Design reg_file_32x32, sky130hd; sources not shown.
==> images/cell_classes.png <==
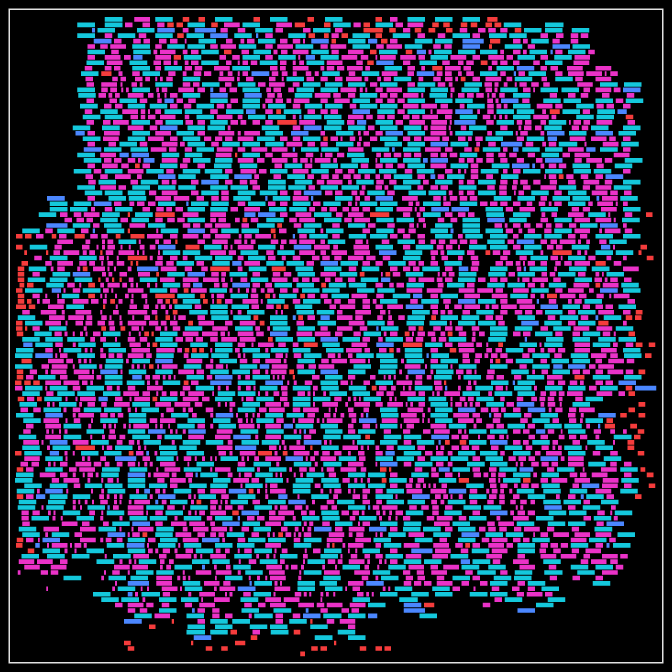
Key: clock drivers and dummy loads = blue [cells 210, share of their area 6.6%]; flip-flops = cyan [cells 1057, share of their area 44%]; other buffers and delay cells = red [cells 239, share of their area 3.9%]; all other logic = magenta [cells 2490, share of their area 45%]
final core utilization: 59.6%
floorplan core area: 103000 sq um

==> images/registers.png <==
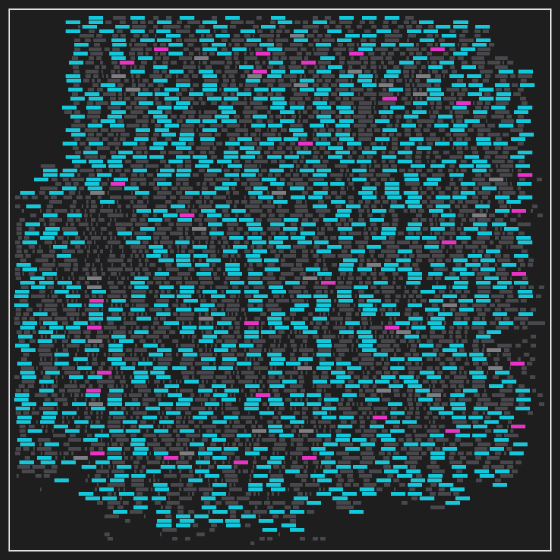
Key: `DATA_R1` = magenta [placed flops 32, where spread over the die]; `reg_view_s` = cyan [placed flops 992, where spread over the die]
Another 33 sequential cells are not colored.
power consumed by sequential cells: 1.26 mW
FF+latch area: 26500 sq um
sequential fraction of total cell area: 42.9%

==> images/clock_map.png <==
The bar under the picture is 100 um long.
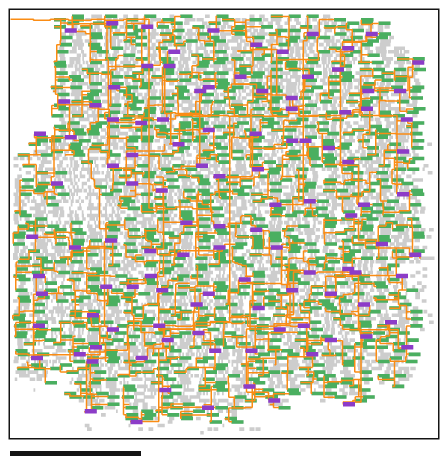
Key: cells driving clock nets = purple [count 111]; clock wires = orange [length 13900 um]; flip-flops = green [count 1057]
Position of the flops: spread over the die. There are 112 routed clock nets.
clock power share: 34.7%
clock skew after layout: 26.0 ps

==> images/final_clocks.png <==
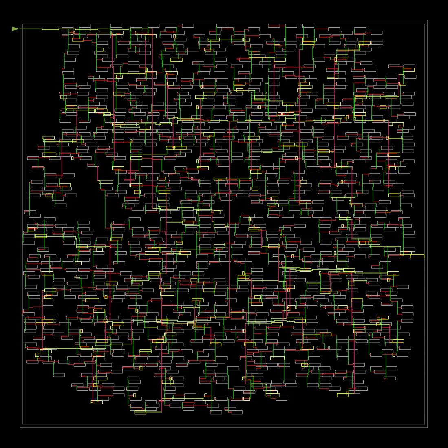
number of sequential cells: 1057
clock group total power: 0.965 mW
clock tree buffer count of the final layout: 172

==> run_results.csv <==
group,metric,value,unit
drt,wl,198,mm
synthesis,async_flop_share,100,%
place,preCtsSetupSlack,37270,ps
final_timing,slew_headroom,-448,%
final_timing,clock_period_minus_final_worst_setup_slack,21740,ps
critical_path,required,45370,ps
clock_network,cts.sinks,1057,
final_timing,rsz0062_at_grt,"false",
power_and_ir_drop,switching_power,0.799,mW
synthesis,syn-mean-instance-area,14.0,sq um
power_and_ir_drop,power_switching_share,28.7,%
critical_path,cp-start-kind,"primary input",
final_timing,fmax,46.0,MHz
global_routing,grt_util_all_layers,38.6,%
critical_path,path_max_fanout,162,
synthesis,yosys.area.top_type_share,46.6,%
final_timing,finalSetupViolCount,0,
final_timing,final-hold-violation-count,0,
synthesis,postSynthCellCount,3957,
synthesis,post-synth-top-count-cell,"sky130_fd_sc_hd__dfrtp_1",
synthesis,synth.largest_area_cell,"sky130_fd_sc_hd__dfrtp_1",
finish,final_layout_top_logic_cell,"sky130_fd_sc_hd__dfrtp_1",
critical_path,arrival,20510,ps
global_routing,grt_first_pass_wirelength,295,mm
synthesis,synth-warning-count,0,
power_and_ir_drop,total_power,2.78,mW
critical_path,timing_worst_setup_path_type,"primary input to async pin",
final_timing,setup_tns_final,0,ps
die,ios,116,
finish,drive_above_1_share,41.8,%
drt,vias,39400,
critical_path,crit_slowest_cell,"sky130_fd_sc_hd__clkbuf_1",
final_timing,hold_slack,501,ps
synthesis,synth.cell_area,55300,sq um
critical_path,crit_top_cell,"sky130_fd_sc_hd__clkbuf_1",
final_timing,timing_max_transition_violations_final,1254,
drt,detail_route.first_pass.iterations,5,
drt,vias_per_cell,7.31,
global_routing,grt_pass1_vias,43100,
critical_path,cp_cell_sequence,"dlygate4sd3_1, clkinvlp_2, clkbuf_1, clkbuf_1",
status,failing_checks,"max-capacitance violations, max-slew violations",
power_and_ir_drop,leakagePower,26.5,nW
hold_path,worstHoldPathType,"flop to flop",
synthesis,number_of_synthesized_flops_with_an_enable_pin,0,
clock_network,cts.reportedPaths.clkPinSlew,60,ps
critical_path,timing.critical_path.slowest_cell_delay,6200,ps
drt,detailedRoute.firstIterationViolations,4563,
critical_path,r2r_setup_slk,44700,ps
synthesis,synthTopCellsByCount,"sky130_fd_sc_hd__dfrtp_1, sky130_fd_sc_hd__mux2_2, sky130_fd_sc_hd__mux4_2",
global_routing,remaining_global_route_overflow,0,
final_timing,tightest_slew,8220,ps
final_timing,min_period_over_period,46.7,%
drt,post-route-drc-count,0,
critical_path,reg2reg_depth,3,
power_and_ir_drop,maximum_vdd_drop,0.0354,mV
synthesis,syn-num-nets,4008,
drt,antenna_violating_nets_post_route,0,
synthesis,synth-seq-area-share,47.9,%
clock_network,root_buffer,"sky130_fd_sc_hd__clkbuf_16",
drt,drt-wirelength-per-cell,36.7,um
status,run_status,"finished, violations left",
power_and_ir_drop,pwr-share-seq,45.3,%
clock_network,cts_buffers,111,
global_routing,grt_antenna_before_repair,10,
synthesis,post_synth_main_area_contributors,"sky130_fd_sc_hd__dfrtp_1, sky130_fd_sc_hd__mux2_2, sky130_fd_sc_hd__mux4_2",
power_and_ir_drop,p_int,1.98,mW
power_and_ir_drop,combinational_power_share,20.1,%
die,floorplan.initialDensity,53.4,%
die,floorplan.die.height,327,um
die,dieWidth,327,um
synthesis,cell_variety_after_synth,42,
synthesis,ff_type,"sky130_fd_sc_hd__dfrtp_1",
hold_path,timing.hold.worst_path_depth,2,
finish,layout_top_cells,"sky130_fd_sc_hd__dfrtp_1, sky130_fd_sc_hd__mux2_2, sky130_fd_sc_hd__mux4_2",
finish,largest_register_ffs,992,
flow_run,drv_cap,28,
place,dp_hpwl,109,mm
final_timing,final_critical_path_setup_slack,24860,ps
synthesis,synth.ff_latch_count,1057,
global_routing,grt_max_degree,163,
finish,design.final.nets,3950,
place,buffers_added_on_ports,115,
finish,syn2layout_area_growth,11.6,%
clock_network,clock_tree_from_tritoncts,"built",
synthesis,yosys.stat.chipArea,55300,sq um
die,chip_area,107000,sq um
clock_network,worst_skew_pair.late_latency,740,ps
clock_network,cts-root-to-sink-buffers,3,
die,core.rowCount,118,
clock_network,h-tree-depth,3,
flow_run,stage_log_warnings,36,
place,globalplace.congestion,0.818,
critical_path,end_kind,"async pin",
synthesis,synth.yosys.num_cells,3957,
power_and_ir_drop,p_per_area,45.1,nW/um^2
## routing by layer
| metal | up-vias | GRT usage [%] | routed length (um) |
|---|---|---|---|
| li1 | 15000 | - | - |
| met1 | 21300 | 49.5 | 75400 |
| met2 | 2397 | 57.7 | 92800 |
| met3 | 663 | 8.57 | 18700 |
| met4 | 0 | 20.7 | 10900 |
| met5 | - | - | 0 |
## layout make-up
| class | instances | area, sq um |
|---|---|---|
| Multi-Input combinational cell | 2475 | 27100 |
| Inverter | 15 | 57.6 |
| Antenna cell | 9 | 22.5 |
| Timing Repair Buffer | 239 | 2350 |
| Clock inverter | 38 | 582 |
| Clock buffer | 172 | 3360 |
| Sequential cell | 1057 | 26500 |
| Fill cell | 9565 | 41800 |
| Tap cell | 1380 | 1730 |
## critical path: cells and delay by family
family   cells  cell delay (ps)
buf+inv      4            15450
## per-stage QoR
step           cell area, sq um  std cells
2_1_floorplan             55300       3957
3_3_place_gp              57400       5126
3_5_place_dp              57900       5155
4_1_cts                   61800       5365
5_1_grt                   61700       5383
6_report                  61700       5385
## logic make-up after synthesis
logic type	after synthesis	synth area share, %
DFF	1057	47.9
buffers and inverters	425	3.39
muxes	1502	38.6
AOI/OAI and AO/OA	581	6.99
and+or+nand+nor	382	2.99
xor gates and xnor gates	10	0.158
## power by group through the flow
stage | clock (mW) | combinational, mW | sequential (mW)
after floorplan | 0 | 0.413 | 1.21
after CTS | 0.966 | 0.560 | 1.25
after global placement | 0 | 0.515 | 1.24
after detailed placement | 0 | 0.548 | 1.26
final | 0.965 | 0.558 | 1.26
after global routing | 1.00 | 0.594 | 1.27
Power figures rest on the tool's default switching activity, not on a simulated workload.
